$ cat config.mk
export PLATFORM = sky130hd
export DESIGN_NAME = pipelined_subtractor_flat
export DESIGN_NICKNAME = d
export VERILOG_FILES = /design/src/rtl/pipelined_subtractor_if.sv /design/src/rtl/pipelined_subtractor.sv /design/src/flat_wrapper.sv
export SDC_FILE = /design/constraint.sdc
export NUM_CORES = 1
export LEC_CHECK = 0
export ABC_AREA = 1
export CAP_MARGIN = 40
export CORE_MARGIN = 5
export CORE_UTILIZATION = 45
export DETAILED_ROUTE_END_ITERATION = 10
export PLACE_DENSITY_LB_ADDON = 0.05
export RECOVER_POWER = 100
export SYNTH_ARGS = -nofsm -noshare
export SYNTH_HDL_FRONTEND = slang
export SYNTH_SLANG_ARGS = --single-unit
export TNS_END_PERCENT = 30
$ cat constraint.sdc
create_clock -name clk -period 2 [get_ports clk]
set_clock_uncertainty 0.1 [all_clocks]
set_input_delay 0.4 -clock clk [delete_from_list [all_inputs] [get_ports clk]]
set_output_delay 0.4 -clock clk [all_outputs]
set_load 0.01 [all_outputs]
$ cat src/rtl/pipelined_subtractor_if.sv
// Stream interface for pipelined_subtractor: operand channel in, result channel out.
interface pipelined_subtractor_if;
  logic        in_valid;
  logic        in_ready;
  logic [15:0] X;
  logic [15:0] Y;
  logic        B_in;
  logic        out_valid;
  logic        out_ready;
  logic [15:0] D;
  logic        B_out;
  logic        V;
  logic        Z;
  logic        N;

  modport master (
    output in_valid, X, Y, B_in, out_ready,
    input  in_ready, out_valid, D, B_out, V, Z, N
  );

  modport slave (
    input  in_valid, X, Y, B_in, out_ready,
    output in_ready, out_valid, D, B_out, V, Z, N
  );
endinterface

$ cat src/rtl/pipelined_subtractor.sv
// Two-stage 16-bit subtractor D = X - Y - B_in with valid/ready handshake and status flags.
// Optional SUB_SATURATE_EN: clamp D to 0x8000/0x7FFF on signed overflow.
module pipelined_subtractor (
  input  logic                   clk,
  input  logic                   rst,
  pipelined_subtractor_if.slave  bus
);

  logic        v1, v2;
  logic [7:0]  lo1, xh1, nyh1;
  logic        c8_1, x15_1, y15_1;
  logic [15:0] d_q;
  logic        b_q, ov_q, z_q, n_q;

  logic        stage1_adv, stage2_adv, in_xfer;
  logic [8:0]  lo_sum, hi_sum;
  logic [15:0] raw_d, d_next;
  logic        ov_next;

  assign stage2_adv = !v2 || bus.out_ready;
  assign stage1_adv = !v1 || stage2_adv;
  assign in_xfer    = bus.in_valid && bus.in_ready;

  assign bus.in_ready  = stage1_adv && !rst;
  assign bus.out_valid = v2;
  assign bus.D         = d_q;
  assign bus.B_out     = b_q;
  assign bus.V         = ov_q;
  assign bus.Z         = z_q;
  assign bus.N         = n_q;

  // Subtraction as X + ~Y + ~B_in; the final carry is the inverted borrow.
  always_comb begin
    lo_sum  = {1'b0, bus.X[7:0]} + {1'b0, ~bus.Y[7:0]} + {8'd0, ~bus.B_in};
    hi_sum  = {1'b0, xh1} + {1'b0, nyh1} + {8'd0, c8_1};
    raw_d   = {hi_sum[7:0], lo1};
    ov_next = (x15_1 ^ y15_1) & (x15_1 ^ raw_d[15]);
`ifdef SUB_SATURATE_EN
    if (ov_next)
      d_next = x15_1 ? 16'h8000 : 16'h7FFF;
    else
      d_next = raw_d;
`else
    d_next = raw_d;
`endif
  end

  always_ff @(posedge clk) begin
    if (rst) begin
      v1    <= 1'b0;
      v2    <= 1'b0;
      lo1   <= '0;
      xh1   <= '0;
      nyh1  <= '0;
      c8_1  <= 1'b0;
      x15_1 <= 1'b0;
      y15_1 <= 1'b0;
      d_q   <= '0;
      b_q   <= 1'b0;
      ov_q  <= 1'b0;
      z_q   <= 1'b0;
      n_q   <= 1'b0;
    end else begin
      if (stage1_adv) begin
        v1 <= in_xfer;
        if (in_xfer) begin
          lo1   <= lo_sum[7:0];
          c8_1  <= lo_sum[8];
          xh1   <= bus.X[15:8];
          nyh1  <= ~bus.Y[15:8];
          x15_1 <= bus.X[15];
          y15_1 <= bus.Y[15];
        end
      end
      // Data registers only load on a real transfer so an emptied stage holds its last value.
      if (stage2_adv) begin
        v2 <= v1;
        if (v1) begin
          d_q  <= d_next;
          b_q  <= !hi_sum[8];
          ov_q <= ov_next;
          z_q  <= (d_next == 16'h0000);
          n_q  <= d_next[15];
        end
      end
    end
  end

endmodule

$ cat src/flat_wrapper.sv
// flat-port wrapper written by rule: the top's interface ports become plain ports
module pipelined_subtractor_flat 
  (clk, rst, bus_in_valid, bus_X, bus_Y, bus_B_in, bus_out_ready, bus_in_ready, bus_out_valid, bus_D, bus_B_out, bus_V, bus_Z, bus_N);
  pipelined_subtractor_if bus_i ();
  input  logic clk;
  input  logic rst;
  input wire logic [$bits(bus_i.in_valid)-1:0] bus_in_valid;
  input wire logic [$bits(bus_i.X)-1:0] bus_X;
  input wire logic [$bits(bus_i.Y)-1:0] bus_Y;
  input wire logic [$bits(bus_i.B_in)-1:0] bus_B_in;
  input wire logic [$bits(bus_i.out_ready)-1:0] bus_out_ready;
  output wire logic [$bits(bus_i.in_ready)-1:0] bus_in_ready;
  output wire logic [$bits(bus_i.out_valid)-1:0] bus_out_valid;
  output wire logic [$bits(bus_i.D)-1:0] bus_D;
  output wire logic [$bits(bus_i.B_out)-1:0] bus_B_out;
  output wire logic [$bits(bus_i.V)-1:0] bus_V;
  output wire logic [$bits(bus_i.Z)-1:0] bus_Z;
  output wire logic [$bits(bus_i.N)-1:0] bus_N;
  assign bus_i.in_valid = bus_in_valid;
  assign bus_i.X = bus_X;
  assign bus_i.Y = bus_Y;
  assign bus_i.B_in = bus_B_in;
  assign bus_i.out_ready = bus_out_ready;
  assign bus_in_ready = bus_i.in_ready;
  assign bus_out_valid = bus_i.out_valid;
  assign bus_D = bus_i.D;
  assign bus_B_out = bus_i.B_out;
  assign bus_V = bus_i.V;
  assign bus_Z = bus_i.Z;
  assign bus_N = bus_i.N;
  pipelined_subtractor u_core (.clk(clk), .rst(rst), .bus(bus_i));
endmodule
met1.png
Scale bar: 20 um.
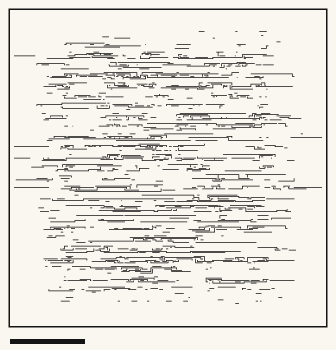
427 nets have wire on it. The longest straight run is 23.9 um. The layer carries 2,710 um of wire.
met1 usage: 20.65%
via count: 2,277

met2.png
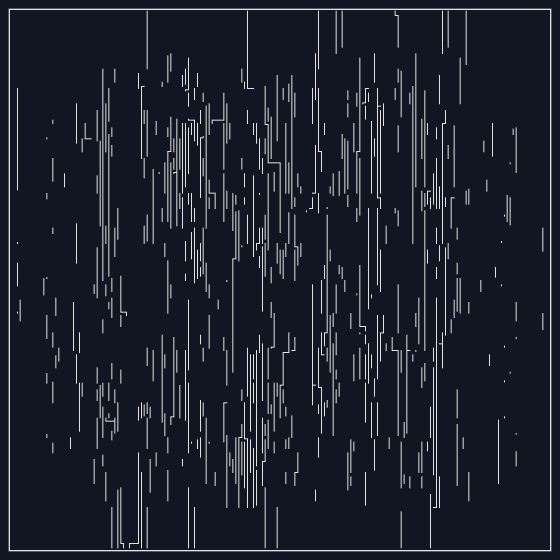
The longest straight run is 33.0 um. The layer carries 2,290 um of wire. The layer holds 43% of the routed length. 353 nets have wire on it.
met2 GRT Util: 24.39%
Routed Wire Length: 5.335 mm

met3.png
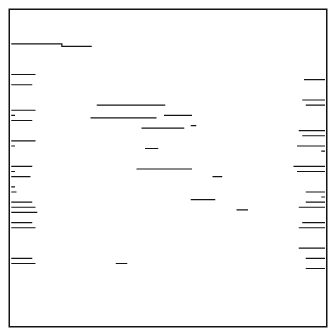
The longest straight run is 17.9 um. 43 nets have wire on it. The wires run mostly horizontal. The layer carries 290 um of wire. The layer holds 5.4% of the routed length.
met3 usage: 3.337%

==> notes.md <==
run results: status completed, Non-CTS inverters 56, CTS Buf Count 5, VDD IR max 0.3524 mV, Clock Power Share 34.2%, Post-Synth Adder-Cell Area 10.31%, Skew-Pair Late Insertion Delay 300 ps, drt drc 0, final hold vios 0, clkbuf count 5, logic area 1266 sq um, Mux cell area share 0%, synthesized net count 397, largest class multi-input combinational cells, XOR Share, Synth 0.7078%, hold crit path type reg -> reg, placed cell areas 3231 sq um, met3 wire length 290 um, Syn Std Cell Area 2475 sq um, Worst path most repeated cell inv_2, post-layout period usage 98.12%, hold_sp u_core.bus.B_out, row count 27, DIE WIDTH 84.16 um, max_slew headroom 58.52%, stages on the worst setup path 11, Via-to-Cell Ratio 4.685, total gr overflow 0, Area Growth Syn to Fin 35.84%, post-synthesis sequential area ratio 38.02%, CP Cell Sequence dlymetal6s2s_1 -> inv_2 -> fa_2 -> fa_1 -> inv_2 -> a21oi_2 -> o21ai_2 -> inv_1 -> o21ai_1 -> nand2_1 -> a21oi_1, Slew Viols, Final 0, crit end category flop, vias in the first global route 2,082, Logic pwr share 22.0%, switching power 0.6282 mW, TritonRoute pass-1 iters 4, # Cells Yosys 342, Leakage Power 1.632 nW, Post-synth EDFFs 0, worst r2r src u_core.nyh1[0], post-synth cell types 31, Seq power 1.05 mW, met2 WL 2.294 mm, CTS Root Cell clkbuf_8, Crit path required time 2130 ps, cts repair resizes 6, most numerous cell in the Yosys netlist nand2_1, Worst R2R End u_core.bus.Z, Max-area cell share 38.02%, comb pwr 0.527 mW, Int Pwr 1.764 mW, Startpoint Class primary input, Worst R2R Path Depth 11, r2r setup slk 70 ps, Synth Warn # 0, max_cap viols 0, placed wire-length estimate 4.107 mm, Final setup viols 0, yosys stat chip area 2475 sq um, Reg clk slew, reported paths 80 ps, max layer used met4, sw frac 26.26%, combinational share of cell area 37.66%, die height 84.16 um, diodes inserted 0, FP Util 45.50%, post-synth top area cell dfxtp_1, clock tree buffer depth 2, Flop area 944.7 sq um, H-tree levels 2, FMAX 0.5096 GHz, comb area leader simple AND/OR/NAND/NOR gates, total clock sinks 47, layout cells sized above 1 12.32%, most instantiated logic cell after routing nand2_1, Clk. pwr 0.819 mW, Final #Nets 468, Non-clock buffer share 21.25%, CP max FO 3, Final Hold Slack 367.3 ps, post-route ant nets 0, # fillers 535, GP Congestion 0.8360, Reg power frac 43.8%, core area 5439 sq um, global-route wire length before repair 8.990 mm, post-synthesis instance total 342, syn_area_per_cell 7.236 sq um, flop share of the area 28.10%, tap cells 72, Top cells excl fill/tap nand2_1 (68), inv_1 (50), dfxtp_1 (44), actual slew at the worst max-slew pin 622.3 ps, ranking of synthesized cells by area dfxtp_1 (38%), nand2_1 (10%), inv_1 (8.0%), and+or+nand+nor area frac 21.94%, setup ws final 37.67 ps, unrepaired setup endpoints after global routing true, Power Density 711.5 nW/um^2, Biggest consumer registers, Total Power Consumption 2.392 mW, crit path from bus_X[0], crit path to u_core.c8_1, ao+oa area frac 17.59%, Synth top cells by count nand2_1 (66), inv_1 (53), dfxtp_1 (47), clk tree area frac 4.057%, worst slack, placed -586.8 ps, Crit path max-delay family adder cells, chip area 7083 sq um, ys flops 47, Final Non-Filler Cells 486, largest stage delay on the critical path 440 ps, slowest CP cell fa_1
final_congestion.png
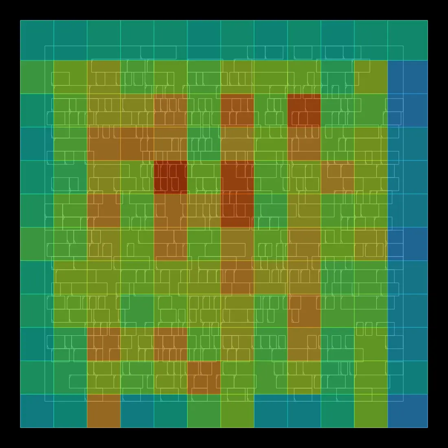
total track usage: 15.00%
most used routing layer in global routing: met2
Layout Utilization: 61.81%

port_nets.png
Scale bar: 20 um.
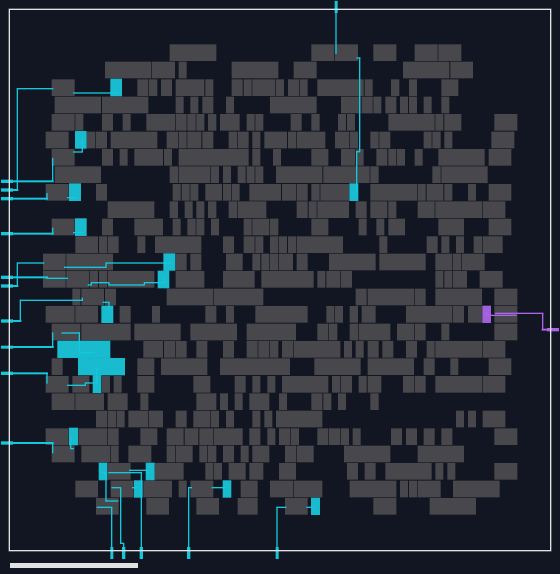
bus_out_ready: drawn in purple, direction input, end cells 1, buffers 1, wire 15.8 um. bus_Y: drawn in cyan, direction input, end cells 17, buffers 16, wire 260 um.
I/O Pins: 59
port buffer count: 58

Power and IR drop assume default switching activity.
